$ cat src/rtl/pc_redirect_unit.sv
// Fetch PC sequencer: sequential advance, branch/JALR redirect with a post-redirect
// shadow window, and a sticky halt on misaligned redirect targets.
module pc_redirect_unit #(
    parameter logic [31:0] RESET_VECTOR  = 32'h0000_0000,
    parameter int unsigned SHADOW_CYCLES = 2
) (
    input  logic        clk,
    input  logic        rst,
    input  logic [1:0]  branch_ctrl,
    input  logic [31:0] branch_target,
    input  logic [31:0] alu_out,
    input  logic        stall,
    input  logic        imem_ready,
    output logic [31:0] pc,
    output logic [31:0] pc_plus4,
    output logic        if_flush,
    output logic        id_flush,
    output logic        misalign_err,
    output logic        halted
);

    localparam int unsigned CNT_W = (SHADOW_CYCLES < 2) ? 1 : $clog2(SHADOW_CYCLES + 1);

    typedef enum logic [1:0] {
        ST_RUN,
        ST_SHADOW,
        ST_HALT
    } state_t;

    state_t            state;
    state_t            state_next;
    logic [CNT_W-1:0]  shadow_cnt;
    logic [CNT_W-1:0]  shadow_cnt_next;
    logic [31:0]       pc_next;
    logic              misalign_next;

    logic              is_branch;
    logic              is_jalr;
    logic              redirect;
    logic [31:0]       target;
    logic              target_misaligned;
    logic              misalign;
    logic              take_redirect;
    logic              advance;

    assign is_branch         = (branch_ctrl == 2'b01);
    assign is_jalr           = (branch_ctrl == 2'b10);
    assign redirect          = (state == ST_RUN) && (is_branch || is_jalr);
    assign target            = is_jalr ? {alu_out[31:1], 1'b0} : branch_target;
    assign target_misaligned = target[1] | target[0];
    assign misalign          = redirect && target_misaligned;
    assign take_redirect     = redirect && !target_misaligned;
    assign advance           = !stall && imem_ready;

    assign pc_plus4 = pc + 32'd4;

    always_ff @(posedge clk) begin
        if (!rst) begin
            state <= ST_RUN;
        end else begin
            state <= state_next;
        end
    end

    always_comb begin
        state_next = state;
        case (state)
            ST_RUN: begin
                if (misalign) begin
                    state_next = ST_HALT;
                end else if (take_redirect) begin
                    state_next = ST_SHADOW;
                end
            end
            ST_SHADOW: begin
                if (shadow_cnt == '0) begin
                    state_next = ST_RUN;
                end
            end
            ST_HALT:  state_next = ST_HALT;
            default:  state_next = ST_RUN;
        endcase
    end

    always_comb begin
        if_flush = rst && take_redirect;
        id_flush = rst && take_redirect;
        halted   = rst && (state == ST_HALT);
    end

    // Misalign wins over redirect, redirect over stall, stall over imem_ready.
    always_comb begin
        pc_next         = pc;
        shadow_cnt_next = shadow_cnt;
        misalign_next   = misalign_err;
        case (state)
            ST_RUN: begin
                if (misalign) begin
                    misalign_next = 1'b1;
                end else if (take_redirect) begin
                    pc_next         = target;
                    shadow_cnt_next = CNT_W'(SHADOW_CYCLES - 1);
                end else if (advance) begin
                    pc_next = pc_plus4;
                end
            end
            ST_SHADOW: begin
                if (shadow_cnt != '0) begin
                    shadow_cnt_next = shadow_cnt - 1'b1;
                end
                if (advance) begin
                    pc_next = pc_plus4;
                end
            end
            default: begin
                pc_next = pc;
            end
        endcase
    end

    always_ff @(posedge clk) begin
        if (!rst) begin
            pc           <= RESET_VECTOR;
            shadow_cnt   <= '0;
            misalign_err <= 1'b0;
        end else begin
            pc           <= pc_next;
            shadow_cnt   <= shadow_cnt_next;
            misalign_err <= misalign_next;
        end
    end

endmodule

$ cat config.mk
export PLATFORM = sky130hd
export DESIGN_NAME = pc_redirect_unit
export DESIGN_NICKNAME = d
export VERILOG_FILES = /design/src/rtl/pc_redirect_unit.sv
export SDC_FILE = /design/constraint.sdc
export NUM_CORES = 1
export LEC_CHECK = 0
export ABC_AREA = 1
export CAP_MARGIN = 15
export CORE_ASPECT_RATIO = 0.5
export CORE_MARGIN = 8
export CORE_UTILIZATION = 38
export CTS_CLUSTER_DIAMETER = 80
export DETAILED_ROUTE_END_ITERATION = 7
export PLACE_DENSITY_LB_ADDON = 0.15
export SETUP_SLACK_MARGIN = 0.15
export SLEW_MARGIN = 20
export SYNTH_ARGS = -nofsm -noshare
export SYNTH_HDL_FRONTEND = slang
export SYNTH_SLANG_ARGS = --single-unit
$ cat constraint.sdc
create_clock -name clk -period 1.38 [get_ports clk]
set_input_delay 0.207 -clock clk [delete_from_list [all_inputs] [get_ports clk]]
set_output_delay 0.207 -clock clk [all_outputs]
set_load 0.02 [all_outputs]
Figure 1. Local utilization (run 1).
The die is cut into 14 by 8 equal tiles; white is low, dark blue is high, 0 to 100% covered.
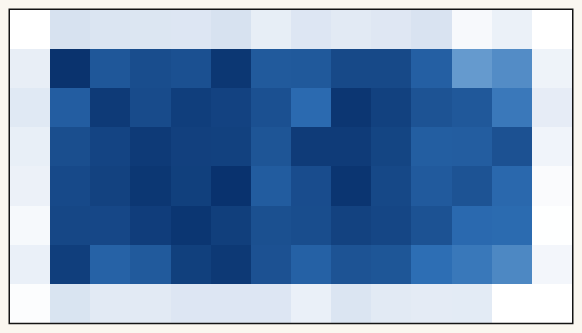
densest ninth of the die: center
mean over tiles: 60%
fullest tile: 99%
nearly empty tiles: 5.4%
tiles over 75% full: 59%

Figure 2. Close-up of the layout (run 1).
Window x 96 to 116, y 49 to 69 µm. Cells in gray, sequential cells in the stronger gray; small squares are vias.
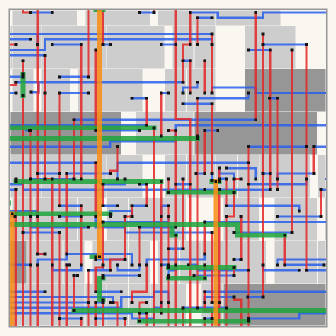
| color | layer |
|---|---|
| orange | M4 |
| green | M3 |
| red | M2 |
| blue | M1 |
netlist names of flops here include: pc (4)
cells with their middle in the window: 45
sequential cells in the window: 4
most frequent: nand2_1 (15), nand2_2 (6)

Figure 3. Cell outlines without signal wires (run 1).
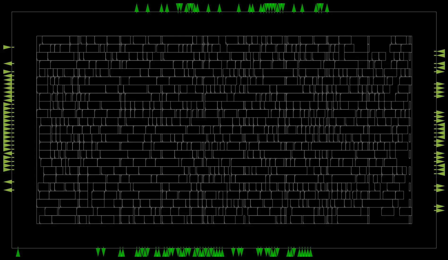
FILL cells: 429
Non-Filler Instances: 912

==> results.ini <==
[floorplanning]
ios = 138
die-area_mm2 = 0.0112
die_w_um = 142
fp.coreArea_mm2 = 0.00783
fp_util = 0.383
rows = 23
die-height_um = 78.8

[min_path]
hold_depth = 4
hold_start = rst
min_path_type = in -> reg
min_to = state[0]$_SDFFE_PN0P_

[synthesis]
yosys_cells = 537
syn_area_mm2 = 0.00300
mux_share = 0.00376
yosysChipArea_mm2 = 0.00300
yosys.area.top_type_share = 0.289
ys.flops = 37
syn-num-nets = 610
yosysUniqueCellTypes = 28
logic_family = simple AND/OR/NAND/NOR gates
yosysWarnings = 0
synth_area_per_cell_um2 = 5.58
ys_sh_xor = 0.0468
area_leaders = nand2_1 (29%), dfxtp_1 (25%), nand3_1 (8.0%), nor2_1 (7.1%), inv_1 (6.3%)
post-synth-top-area-cell = nand2_1
postSynthSeqShare = 0.247
ys_sh_aoi = 0.0998
adder_share = 0.0125
netlist_instances = 537
synth.cellmix.simpleShare = 0.483

[cts]
cts_made_buffers = 5
cts.path.max_buffers = 2
clkTransAtPathRegs_ps = 60
clock.latency.late_pin_ps = 290
cts.sinks = 37
cts_hold_repair.buffers = 0
root_buffer = clkbuf_16
tritoncts = yes
htree_levels = 2

[final_timing]
slew_violations = 0
setup_violations = 65
max_slew_margin = 0.705
rsz0062_at_grt = true
tns_ps = -20170
finalHoldViolations = 0
fin_crit_ps = 2030
fin_crit_sh = 1.47
tightest_slew_ps = 442
finalClockSkew_ps = 3.29
worst_slack_ps = -648
fmax_mhz = 493

[global_routing]
grt_pass1_vias = 4567
grt_max_degree = 34
grt_overflow = 0
grt_most_used_layer = met2
grt_use_met3 = 0.0748
grt_pass1_wl_mm = 22.7
antenna_found_initial = 0
grt_usage = 0.251
gr-usage-met2 = 0.463
grt_util_met1 = 0.282

[detailed_routing]
drcViolationCount = 0
drtAntennaViolNets = 0
drt-pass1-iter-count = 6
vias = 4723
drt_wl_total_mm = 16.5
drt-initial-drc-count = 433
wl_per_cell_um = 18.1
post_drt_via_cell_ratio = 5.18

[outcome]
violations = setup timing
status = complete, but fails checks

[worst_setup_path]
crit_path_end_kind = output port
startpoint_type = register
arrival_ps = 1820
cp_slowest_cell = dfxtp_4
cpPeakStageDelay_ps = 380
timing.rr.start = pc[2]$_SDFFE_PN0P_
reg2reg_depth = 14
crit_buf_inv = 1
critPathRequiredTime_ps = 1170
path_class = reg -> out
r2r_end = pc[24]$_SDFFE_PN0P_
r2r_slack_ps = -520
crit_chain = ha_4 > nand2_4 > nor2_4 > nand2_4 > nor2_4 > nand2_1 > nand2_1 > nand2_2 > buf_6
crit_fanout = 5
cp_top_family = simple AND/OR/NAND/NOR gates

[power]
leakage_uw = 0.00310
p_total_uw = 5720
peakVddDrop_mv = 0.605
pwr_density_cell_mw_per_mm2 = 842

[place]
place.detailed.hpwl_mm = 9.17
routabilityCongestion = 0.837
numPortBuffers = 136

[flow_run]
drv_cap = 0
warnings = 30

[final_layout]
drive_gt1_frac = 0.521
fin_util = 0.869
n_antenna_cell = 0
syn2layout_area_growth_pct = 127
nets = 872

-- run 1: worst max-delay path by stage --
stage,startpoint,endpoint,slack (ps),cells past startpoint
3_3_place_gp,branch_ctrl[0],id_flush,-840,9
3_5_place_dp,branch_ctrl[0],pc[14]$_SDFFE_PN0P_,-900,12
4_1_cts,pc[2]$_SDFFE_PN0P_,pc_plus4[22],-520,9
2_1_floorplan,pc[2]$_SDFFE_PN0P_,pc[15]$_SDFFE_PN0P_,-110,7
6_report,pc[2]$_SDFFE_PN0P_,pc_plus4[30],-650,9
5_1_grt,pc[3]$_SDFFE_PN0P_,pc_plus4[30],-700,9
-- run 1: report_power, final --
group	internal [µW]	switching, µW	leakage (µW)	total [µW]
Sequential	1220	142	0.000317	1360
Combinational	1490	1650	0.00271	3140
Clock	723	495	0.0000712	1220
-- run 1: cells in the final DEF, fill, tap and decap left out, types with 9 or more instances in the layout --
master	count
nand2_1	170
buf_4	83
buf_6	71
clkdlybuf4s50_1	62
nand2_2	52
inv_1	37
nand3_1	33
buf_2	29
nor2_1	28
a21oi_2	22
nor2_4	20
dfxtp_2	17
nor2_2	16
a21oi_1	15
nand3_2	14
nand2_4	11
xor2_4	11
dfxtp_1	11
buf_12	11
inv_2	10
o21ai_1	9
dlygate4sd2_1	9
dfxtp_4	9
-- run 1: stage by stage --
stage	std cells	hold slack [ps]	area, µm²	worst slack [ps]
floorplan	537	335	3410	-115
global placement	851	442	5470	-837
detailed placement	851	447	5470	-905
CTS	899	441	6330	-520
global route	912	485	6800	-703
finish	912	463	6800	-648
-- run 1: per-layer routing --
layer  vias to the layer above  part of all wire
li1                       2184                 -
met1                      2245              0.38
met2                       245              0.50
met3                        49             0.088
met4                         0             0.030
met5                         -                 0
-- run 1: flip-flops by register name (all words and copies together) (netlist names) --
name          count
state             2
pc               32
shadow_cnt        2
misalign_err      1
-- run 1: cell type report --
| cell class | instances | area (µm²) | area share |
|---|---|---|---|
| Sequential cell | 37 | 796 | 0.117 |
| Tap cell | 112 | 140 | 0.0206 |
| Clock buffer | 8 | 146 | 0.0215 |
| Timing Repair Buffer | 272 | 2610 | 0.383 |
| Timing Repair inverter | 1 | 16.3 | 0.00239 |
| Inverter | 54 | 245 | 0.0361 |
| Multi-Input combinational cell | 428 | 2850 | 0.419 |
-- run 1: synth_stat cells, drive strengths merged --
cell / instances
xor2: 15
dfxtp: 37
inv: 54
a31oi: 1
nand3: 48
nor2: 65
xnor2: 1
nand4: 1
o21ai: 16
clkbuf: 7
a21oi: 38
ha: 3
mux2: 1
nor3: 1
buf: 14
nand2: 235
-- run 1: worst register-to-register path, cell delays in order, from the launching register on --
cell and delay (ps):
dfxtp_4 380, ha_4 170, nand2_4 50, nor2_4 170, nand2_2 90, nor2_4 200, nand2_1 100, nand2_2 80
buf_4 120, buf_6 90, buf_6 80, buf_6 80, nand3_2 40, nand2_1 60, a21oi_1 60
-- run 1: repair_timing --
action,4_1_cts,5_1_grt
buffers inserted,34,13
resized,419,122
pin swaps,64,61
setup endpoints to repair,105,80
gates cloned,6,0
Power and IR drop assume default switching activity.
